**src/rtl/stream_fifo_pkg.sv**
```systemverilog
// Shared helpers for the stream FIFO: pointer sizing and handshake classification
// used by the line trace.
package stream_fifo_pkg;

    // Kind of activity seen on one val/rdy stream in a cycle.
    typedef enum logic [1:0] {
        XFER_IDLE  = 2'd0,
        XFER_STALL = 2'd1,
        XFER_FIRE  = 2'd2
    } xfer_e;

    // Pointer width for a given depth; a single-entry FIFO still needs a 1-bit pointer.
    function automatic int unsigned ptr_width(input int unsigned depth);
        int unsigned w;
        if (depth > 32'd1) begin
            w = $clog2(depth);
        end else begin
            w = 32'd1;
        end
        return w;
    endfunction

    // Classify a stream handshake for tracing.
    function automatic xfer_e classify_xfer(input logic val, input logic rdy);
        xfer_e k;
        if (val && rdy) begin
            k = XFER_FIRE;
        end else if (val) begin
            k = XFER_STALL;
        end else begin
            k = XFER_IDLE;
        end
        return k;
    endfunction

endpackage

```
**src/rtl/stream_fifo_storage.sv**
```systemverilog
// Entry storage for stream_fifo: one synchronous write port, one combinational
// read port, no reset (contents are only meaningful between the pointers).
module stream_fifo_storage
    import stream_fifo_pkg::*;
#(
    parameter type         t_msg   = logic [31:0],
    parameter int unsigned p_depth = 4,
    parameter int unsigned p_aw    = ptr_width(p_depth)
) (
    input  logic            clk,
    input  logic            wen,
    input  logic [p_aw-1:0] waddr,
    input  t_msg            wdata,
    input  logic [p_aw-1:0] raddr,
    output t_msg            rdata
);

    t_msg mem_q [p_depth];

    // Write the incoming entry at the tail slot.
    always_ff @(posedge clk) begin
        if (wen) begin
            mem_q[waddr] <= wdata;
        end
    end

    assign rdata = mem_q[raddr];

endmodule

```
**src/rtl/stream_fifo.sv**
```systemverilog
// Val/rdy message queue: decouples a producer from a back-pressuring consumer.
// In-order, no bypass, and istream_rdy never looks at ostream_rdy.
module stream_fifo
    import stream_fifo_pkg::*;
#(
    parameter type         t_msg   = logic [31:0],
    parameter int unsigned p_depth = 4
) (
    input  logic                         clk,
    input  logic                         rst,
    input  t_msg                         istream_msg,
    input  logic                         istream_val,
    output logic                         istream_rdy,
    output t_msg                         ostream_msg,
    output logic                         ostream_val,
    input  logic                         ostream_rdy,
    output logic [$clog2(p_depth+1)-1:0] count
);

    localparam int unsigned AW = ptr_width(p_depth);
    localparam int unsigned CW = $clog2(p_depth + 1);

    localparam logic [AW-1:0] LAST_PTR   = AW'(p_depth - 1);
    localparam logic [CW-1:0] FULL_COUNT = CW'(p_depth);
    localparam logic [CW-1:0] ONE_COUNT  = CW'(1);

    logic [AW-1:0] head_q, head_d;
    logic [AW-1:0] tail_q, tail_d;
    logic [CW-1:0] count_q, count_d;
    logic          enq_s;
    logic          deq_s;

    // Advance a pointer, wrapping explicitly so non-power-of-two depths work.
    function automatic logic [AW-1:0] ptr_inc(input logic [AW-1:0] p);
        logic [AW-1:0] n;
        if (p == LAST_PTR) begin
            n = {AW{1'b0}};
        end else begin
            n = p + AW'(1);
        end
        return n;
    endfunction

    // Ready/valid come only from occupancy and reset, so full means full even if
    // the consumer is draining this same cycle.
    assign istream_rdy = !rst && (count_q != FULL_COUNT);
    assign ostream_val = !rst && (count_q != {CW{1'b0}});
    assign enq_s       = istream_val && istream_rdy;
    assign deq_s       = ostream_val && ostream_rdy;
    assign count       = count_q;

    stream_fifo_storage #(
        .t_msg   (t_msg),
        .p_depth (p_depth),
        .p_aw    (AW)
    ) u_storage (
        .clk   (clk),
        .wen   (enq_s),
        .waddr (tail_q),
        .wdata (istream_msg),
        .raddr (head_q),
        .rdata (ostream_msg)
    );

    // Next pointers and occupancy from the two handshakes.
    always_comb begin
        head_d  = head_q;
        tail_d  = tail_q;
        count_d = count_q;
        if (enq_s) begin
            tail_d = ptr_inc(tail_q);
        end else begin
            tail_d = tail_q;
        end
        if (deq_s) begin
            head_d = ptr_inc(head_q);
        end else begin
            head_d = head_q;
        end
        case ({enq_s, deq_s})
            2'b10:   count_d = count_q + ONE_COUNT;
            2'b01:   count_d = count_q - ONE_COUNT;
            default: count_d = count_q;
        endcase
    end

    // Pointer/occupancy registers; reset empties the queue without touching storage.
    always_ff @(posedge clk) begin
        if (rst) begin
            head_q  <= {AW{1'b0}};
            tail_q  <= {AW{1'b0}};
            count_q <= {CW{1'b0}};
        end else begin
            head_q  <= head_d;
            tail_q  <= tail_d;
            count_q <= count_d;
        end
    end

    // Line trace: input side, occupancy, output side ('#' stalled, '.' idle).
    function automatic string trace();
        string s_in;
        string s_out;
        case (classify_xfer(istream_val, istream_rdy))
            XFER_FIRE:  s_in = $sformatf("%h", istream_msg);
            XFER_STALL: s_in = "#";
            XFER_IDLE:  s_in = ".";
            default:    s_in = "?";
        endcase
        case (classify_xfer(ostream_val, ostream_rdy))
            XFER_FIRE:  s_out = $sformatf("%h", ostream_msg);
            XFER_STALL: s_out = "#";
            XFER_IDLE:  s_out = ".";
            default:    s_out = "?";
        endcase
        return $sformatf("%s(%0d)%s", s_in, count_q, s_out);
    endfunction

endmodule

```
**config.mk**
```make
export PLATFORM = sky130hd
export DESIGN_NAME = stream_fifo
export DESIGN_NICKNAME = d
export VERILOG_FILES = /design/src/rtl/stream_fifo_pkg.sv /design/src/rtl/stream_fifo_storage.sv /design/src/rtl/stream_fifo.sv
export SDC_FILE = /design/constraint.sdc
export NUM_CORES = 1
export LEC_CHECK = 0
export CAP_MARGIN = 20
export CORE_MARGIN = 2
export CORE_UTILIZATION = 25
export CTS_BUF_LIST = sky130_fd_sc_hd__clkbuf_8
export DETAILED_ROUTE_END_ITERATION = 6
export SETUP_SLACK_MARGIN = 0.1
export SLEW_MARGIN = 30
export SYNTH_ARGS = -nofsm -noshare
export SYNTH_HDL_FRONTEND = slang
export SYNTH_SLANG_ARGS = --single-unit
```
**constraint.sdc**
```tcl
create_clock -name clk -period 2.55 [get_ports clk]
set_input_delay 0.51 -clock clk [delete_from_list [all_inputs] [get_ports clk]]
set_output_delay 0.51 -clock clk [all_outputs]
set_load 0.005 [all_outputs]
```
==> results.cfg, run 1 <==
; flow metrics
[finish]
regMostFlops = u_storage.mem_q
largest_cell_class = registers
largest_reg_flops = 128
seq_cells = 137
sh_comb_area_pct = 15.1

[logic_synthesis]
synthesis.nets = 262
ys_seq_share_pct = 77.7
syn_inst = 219
area_leaders = edfxtp_1 (74%), mux4_2 (13%), dfxtp_1 (3.5%)
compound_area_share_pct = 0.290
synth-edff-count = 128
ys_area_um2 = 5180
synth_area_per_cell_um2 = 23.7
synthMuxAreaShare_pct = 14.9

[floorplan]
fp-row-count = 52
chipArea_um2 = 21900
ioPinCount = 73
tap_cells = 270

[timing]
setup_tns_ps = 0
hold_ws_ps = 591
period_needed_ps = 2360
post-route-period-util_pct = 92.4

[power_and_ir_drop]
pg_comb_mw = 0.665
switchingPower_mw = 1.13

[worst_hold_path]
min_to = count[2]$_SDFFE_PP0P_

[run_status]
outcome = complete, no violations

[cts]
clk_path_buf_depth = 2
clk_pin_slew_ps = 80
numClockSinks = 137
post_cts_resized = 60
ctsHoldBuffers = 0
cts_buffers = 17
cts_setup_buffers = 12
worst_skew_pair.late_latency_ps = 440

[setup_path]
max_stage_delay_ps = 500
reg2reg_depth = 9
cp_slowest_cell = mux4_2
timing.rr.end = count[2]$_SDFFE_PP0P_
cp_max_fo = 8
cp_cell_sequence = buf_12 -> buf_12 -> mux4_2 -> dlygate4sd2_1
r2r-start = count[2]$_SDFFE_PP0P_

[route]
vias_per_cell = 4.00

[global_routing]
met1_usage_pct = 11.3
met2_usage_pct = 16.5
grt_pass1_wl_mm = 15.4

[job]
tool_warnings = 30

[placed_design]
gp_congestion = 0.685
port_buffers = 72
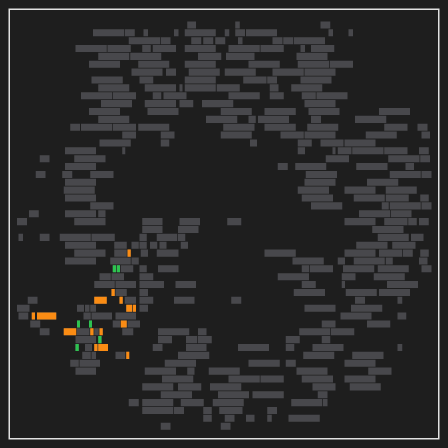
(run_1/logic_types.png)
| family | color | cells |
|---|---|---|
| inv cells | green | 6 |
| nor cells | orange | 15 |
Layout Cells excl Fill: 614
most used logic cell in the final layout: edfxtp_1

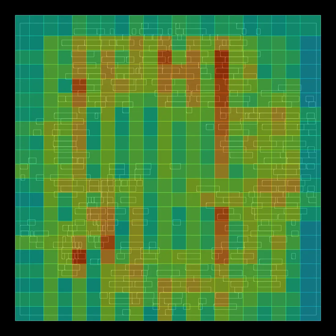
(run_1/congestion.png)
final core occ: 33.6%
Total Routing Usage GR: 9.80%

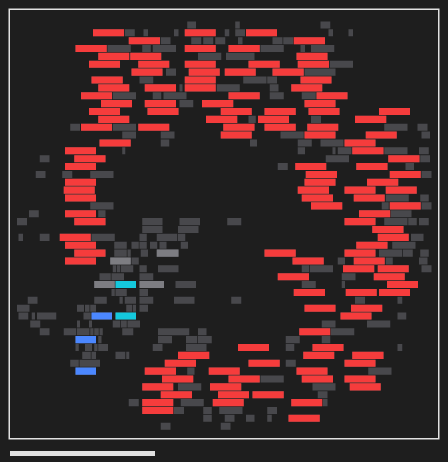
(run_1/flops_by_reg.png)
Bar = 50 µm. Other sequential cells in the stronger gray, the rest of the logic in the fainter gray.
| name in the netlist | color | flops |
|---|---|---|
| `count` | blue | 3 |
| `u_storage.mem_q` | red | 128 |
| `head_q` | cyan | 2 |
not colored: 4
Seq area share: 59.1%
Storage cell area: 4030 µm²
sequential power: 2.59 mW

==> inputs of run 2 (changes only) <==
CORE_MARGIN = unset   (was 2)
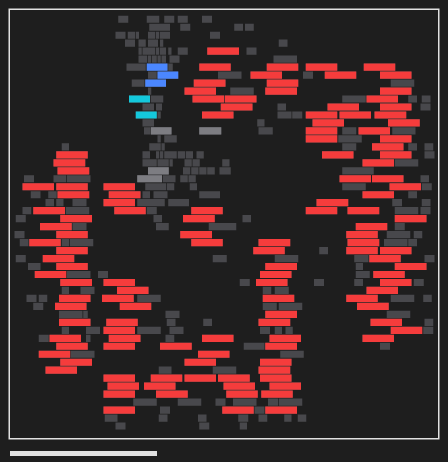
(run_2/flops_by_reg.png)
Bar = 50 µm. Other sequential cells in the stronger gray, the rest of the logic in the fainter gray.
| name in the netlist | color | flops |
|---|---|---|
| `head_q` | cyan | 2 |
| `count` | blue | 3 |
| `u_storage.mem_q` | red | 128 |
not colored: 4
Seq area share: 59.6%
final core occ: 33.3%

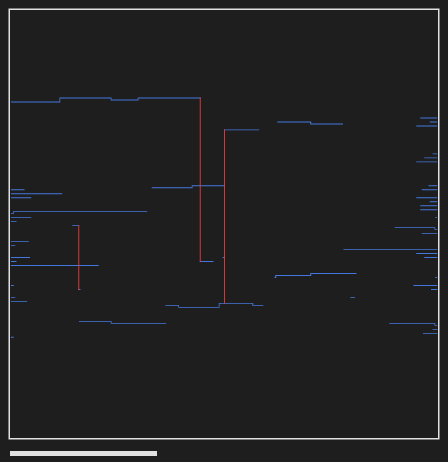
(run_2/wires.png)
Bar = 50 µm. Two of the layers only.
| layer | color | wire length |
|---|---|---|
| metal 3 | blue | 516 µm |
| metal 4 | red | 137 µm |
WL per Instance: 15.8 µm
total wire length: 9.64 mm
Total Routing Usage GR: 9.69%
total number of vias: 2441

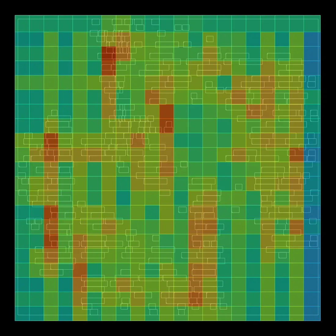
(run_2/congestion.png)
gr busiest metal: met2
met2 Use GR: 16.4%
met1 global-route usage: 10.7%

==> run 2 against run 1 <==
Net effect: maximum frequency down 3.5%; cell count down 0.33%; sequential share of layout area up 0.50 points; die size down 2.7%; routed wire length down 4.2%; flip-flop count unchanged; power down 1.4%; setup slack worse by 84 ps; clock skew down 4.7 ps; critical endpoint is now ostream_msg[23].
==> results.cfg, run 2 <==
; flow metrics
[logic_synthesis]
syn_inst = 219
area_leaders = edfxtp_1 (74%), mux4_2 (13%), dfxtp_1 (3.5%)
ys_seq_share_pct = 77.7
synthMuxAreaShare_pct = 14.9

[setup_path]
max_stage_delay_ps = 520
cp_slowest_cell = mux4_2
r2r-start = count[2]$_SDFFE_PP0P_
cp_cell_sequence = buf_4 -> buf_12 -> mux4_2 -> dlygate4sd2_1
reg2reg_depth = 9
cp_max_fo = 14
timing.rr.end = count[2]$_SDFFE_PP0P_

[cts]
clk_path_buf_depth = 2
cts_setup_buffers = 2
numClockSinks = 137
post_cts_resized = 41
cts_buffers = 17

[job]
tool_warnings = 31

[finish]
layout_top_cell = edfxtp_1
seq_cells = 137
regMostFlops = u_storage.mem_q
sh_comb_area_pct = 15.3

[floorplan]
chipArea_um2 = 21300
fp-row-count = 52
tap_cells = 270

[timing]
setup_tns_ps = 0
hold_ws_ps = 543
period_needed_ps = 2440

[global_routing]
grt_pass1_wl_mm = 14.7

[placed_design]
gp_congestion = 0.641
port_buffers = 72

[worst_hold_path]
min_to = count[2]$_SDFFE_PP0P_

[run_status]
outcome = complete, no violations
Power figures rest on the tool's default switching activity, not on a simulated workload.
